[src/rtl/regb_fifo.sv]
// Register-based fall-through FIFO: valid entries are compacted toward stage 0, which drives dout.
// Define REGB_FIFO_ERR_EN to add sticky overflow/underflow flags cleared by err_clr.
module regb_fifo #(
  parameter int WIDTH    = 8,
  parameter int DEPTH    = 4,
  parameter int AF_LEVEL = DEPTH - 1,
  parameter int CW       = $clog2(DEPTH + 1)
) (
  input  logic             clk,
  input  logic             res_n,
  input  logic [WIDTH-1:0] din,
  input  logic             shift_in,
  input  logic             shift_out,
  input  logic             err_clr,
  output logic [WIDTH-1:0] dout,
  output logic [CW-1:0]    count,
  output logic             empty,
  output logic             full,
  output logic             almost_full,
  output logic             ovf_err,
  output logic             unf_err
);

  logic [WIDTH-1:0] stage_q [DEPTH];
  logic [WIDTH-1:0] stage_d [DEPTH];
  logic [CW-1:0]    count_q;
  logic [CW-1:0]    count_d;
  logic [CW-1:0]    wr_idx_s;
  logic             push_ok_s;
  logic             pop_ok_s;

  assign empty       = (count_q == {CW{1'b0}});
  assign full        = (count_q == CW'(DEPTH));
  assign almost_full = (count_q >= CW'(AF_LEVEL));
  assign pop_ok_s    = shift_out & ~empty;
  assign push_ok_s   = shift_in & (~full | shift_out);
  // On a simultaneous push/pop the tail slot moves down one stage with the shift.
  assign wr_idx_s    = pop_ok_s ? (count_q - CW'(1)) : count_q;
  assign dout        = stage_q[0];
  assign count       = count_q;

  // Next-state for the storage stages and occupancy count.
  always_comb begin
    for (int i = 0; i < DEPTH; i++) begin
      if (push_ok_s && (wr_idx_s == CW'(i))) begin
        stage_d[i] = din;
      end else if (pop_ok_s && (i < DEPTH - 1)) begin
        stage_d[i] = stage_q[(i + 1) % DEPTH];
      end else begin
        stage_d[i] = stage_q[i];
      end
    end
    case ({push_ok_s, pop_ok_s})
      2'b10:   count_d = count_q + CW'(1);
      2'b01:   count_d = count_q - CW'(1);
      default: count_d = count_q;
    endcase
  end

  // Storage and count registers.
  always_ff @(posedge clk or negedge res_n) begin
    if (!res_n) begin
      for (int i = 0; i < DEPTH; i++) begin
        stage_q[i] <= {WIDTH{1'b0}};
      end
      count_q <= {CW{1'b0}};
    end else begin
      for (int i = 0; i < DEPTH; i++) begin
        stage_q[i] <= stage_d[i];
      end
      count_q <= count_d;
    end
  end

`ifdef REGB_FIFO_ERR_EN
  logic ovf_q;
  logic unf_q;
  logic ovf_set_s;
  logic unf_set_s;

  assign ovf_set_s = shift_in & full & ~shift_out;
  assign unf_set_s = shift_out & empty;

  // Sticky error flags; a set in the same cycle as a clear takes priority.
  always_ff @(posedge clk or negedge res_n) begin
    if (!res_n) begin
      ovf_q <= 1'b0;
      unf_q <= 1'b0;
    end else begin
      if (ovf_set_s) begin
        ovf_q <= 1'b1;
      end else if (err_clr) begin
        ovf_q <= 1'b0;
      end else begin
        ovf_q <= ovf_q;
      end
      if (unf_set_s) begin
        unf_q <= 1'b1;
      end else if (err_clr) begin
        unf_q <= 1'b0;
      end else begin
        unf_q <= unf_q;
      end
    end
  end

  assign ovf_err = ovf_q;
  assign unf_err = unf_q;
`else
  logic err_clr_unused;

  assign err_clr_unused = err_clr;
  assign ovf_err        = 1'b0;
  assign unf_err        = 1'b0;
`endif

endmodule

[config.mk]
export PLATFORM = sky130hd
export DESIGN_NAME = regb_fifo
export DESIGN_NICKNAME = d
export VERILOG_FILES = /design/src/rtl/regb_fifo.sv
export SDC_FILE = /design/constraint.sdc
export NUM_CORES = 1
export LEC_CHECK = 0
export CAP_MARGIN = 20
export CORE_ASPECT_RATIO = 1.75
export CORE_UTILIZATION = 41
export CTS_BUF_LIST = sky130_fd_sc_hd__clkbuf_2 sky130_fd_sc_hd__clkbuf_4 sky130_fd_sc_hd__clkbuf_8
export CTS_CLUSTER_DIAMETER = 60
export CTS_CLUSTER_SIZE = 24
export DETAILED_ROUTE_END_ITERATION = 6
export PLACE_DENSITY_LB_ADDON = 0.08
export SKIP_LAST_GASP = 1
export SYNTH_ARGS = -nofsm -noshare
export SYNTH_HDL_FRONTEND = slang
export SYNTH_SLANG_ARGS = --single-unit
[constraint.sdc]
create_clock -name clk -period 1.9 [get_ports clk]
set_input_delay 0.285 -clock clk [delete_from_list [all_inputs] [get_ports clk]]
set_output_delay 0.285 -clock clk [all_outputs]
set_load 0.005 [all_outputs]
==> images/zoom.png <==
Window x 12 to 42, y 13 to 43 µm. Cells in grey, sequential cells in the stronger grey; small squares are vias.
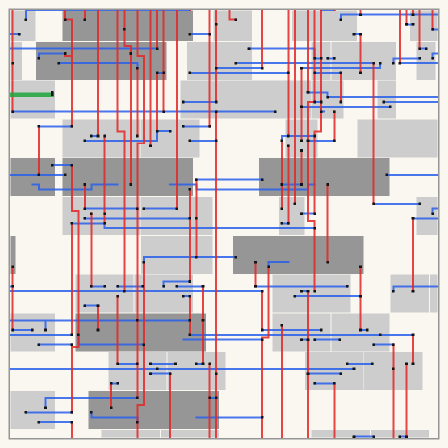
legend:
  blue:
    layer: met1
  red:
    layer: met2
  green:
    layer: met3
cells with their middle in the window: 39
sequential cells in the window: 7
netlist names of flops here include: stage_q (6), count (1)
most frequent: mux2_2 (11), dfrtp_1 (7)

==> images/wire_density.png <==
Scale: 6 px per µm. The die is cut into 11 by 19 equal tiles; white is low, dark blue is high, scaled to the fullest tile. Values are wire area over tile area, all layers added.
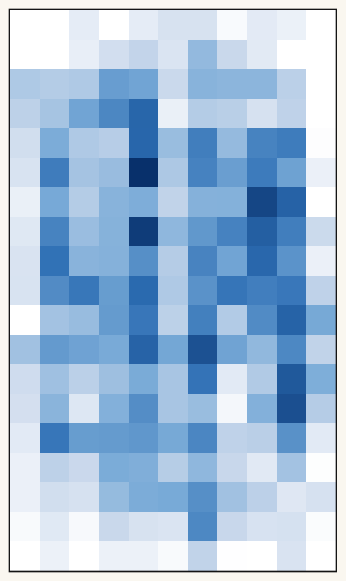
tiles over half the peak: 31%
fullest tile: 0.31
nearly empty tiles: 9.1%

==> images/gate_families.png <==
Scale: 8 px per µm.
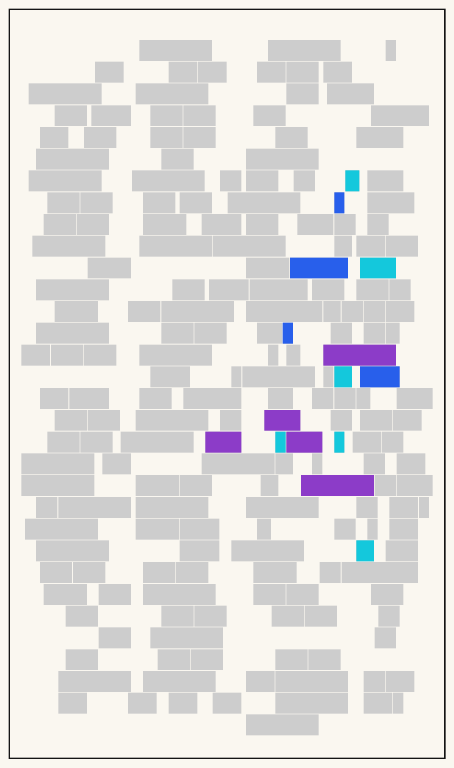
legend:
  blue:
    family: NAND gates
    cells: 4
    where: east
  cyan:
    family: NOR gates
    cells: 6
    where: east
  purple:
    family: adder and majority cells
    cells: 5
Comb area share: 0.392
Non-Filler Instances: 247
most numerous logic cell after layout: mux2_2

==> CHANGELOG.md <==
## Flow update

* Status: complete, but fails checks
* Failing checks: setup timing
* Reg2reg setup slack at -0.03 ns
* Aoi share at 0.0734
* Critical path fanouts, max at 8
* Pin count of the biggest net entering global routing at 36
* Post-CTS Hold Buffers at 0
* Most frequent cells in the layout: 45 x mux2_2, 34 x dfrtp_1, 22 x clkdlybuf4s50_1, 17 x buf_4, 8 x mux2_4
* Hold WC Path Type: in2async
* Tap cells at 51
* First drt pass iteration count at 2
* Largest area contributor in the netlist: dfrtp_1
* R2R cell count at 8
* Vias in the first global route at between 1000 and 1500
* Ys flops at 35
* Worst-Skew Late Latency at about 0.28 ns
* Buffers, non-clock at between 50 and 60
* Worst Hold Slack at approximately 0.42 ns
* Crit. Startpoint: count[0]$_DFFE_PN0P_
* Final Cycle Share at 1.02
* Final setup vio count at 9
* Post-DR vias/cell at around 5.1
* Max-area cell share at 0.447
* Area growth syn-to-layout at 35.2%
* Tmin final at approximately 1.9 ns
* Clock buffer count at 8
* Maximum clock frequency at about 520 MHz
* P_seq at around 1.3 mW
* Net Switching at approximately 1.4 mW
* Die Wd at ~54 µm
* Slew Limit Fails at 0
* Commonest cells post-synth: 53 x mux2_2, 35 x dfrtp_1, 12 x buf_4, 7 x inv_1, 5 x ha_1
* Met3 wire length at 111 µm
* CTS tree: yes
* Final setup margin at -0.0304 ns
* Met1 usage at 0.180
* Slowest cell on crit path: dfrtp_2
* Comb power frac at 0.572
* Yosys chip area at slightly below 2000 µm²
* Sw Ratio at 0.305
* Fraction of area in registers at 0.331
* Top_reg_cell synth: dfrtp_1
* Gr busiest metal: met2
* Pre-CTS setup slack at -0.160 ns
* Top logic family: multiplexers
* Chip Area at approximately 5000 µm²
* Crit start category: register
* GPL Wtd Cong at around 0.7
* WL met1 at between 1 and 1.5 mm
* NonClk Buf Share at 0.200
* Max-area cell class: logic gates
* Syn Std Cell Area at roughly 2000 µm²
* Die height at 93.5 µm
* # DRC at 0
* GR met2 Demand/Resource at 0.309
* Unique masters post-synth at 31
* And+or+nand+nor area frac at 0.0396
* Lkg Pwr at 1.18 nW
* RSZ-0062 raised after global routing: yes
* Setup TNS at -0.210 ns
* Max cap viols at 0
* Clock group at 590 µW
* CP endpoint kind: register
* Power Density at approximately 1700 nW/µm²
* Most common cell in the netlist: mux2_2
* Critical Path AT at 2.10 ns
* Logic area at between 1000 and 1500 µm²
* Final layout net count at around 210
* Clock Sink Count at 35
* Reg-to-reg endpoint: stage_q[3]$_DFFE_PN0P_
* Iter 0 DRT Violations at 10
* Fraction of registers with async set/reset at 1.00
* Biggest consumer: combinational cells
* Core Area at roughly 4500 µm²
* Vias at 1265
* Clock network fraction of design power at 0.132
* Cts repair resizes at 13
* Synth top area cells: dfrtp_1 45%, mux2_2 30%, buf_4 4.6%
* Global route overflow at 0
* P_comb at 2.55 mW
* Finished layout cell area at 2650 µm²
* CP endpoint: stage_q[3]$_DFFE_PN0P_
* Total CTS buffers at 5
Power figures rest on the tool's default switching activity, not on a simulated workload.
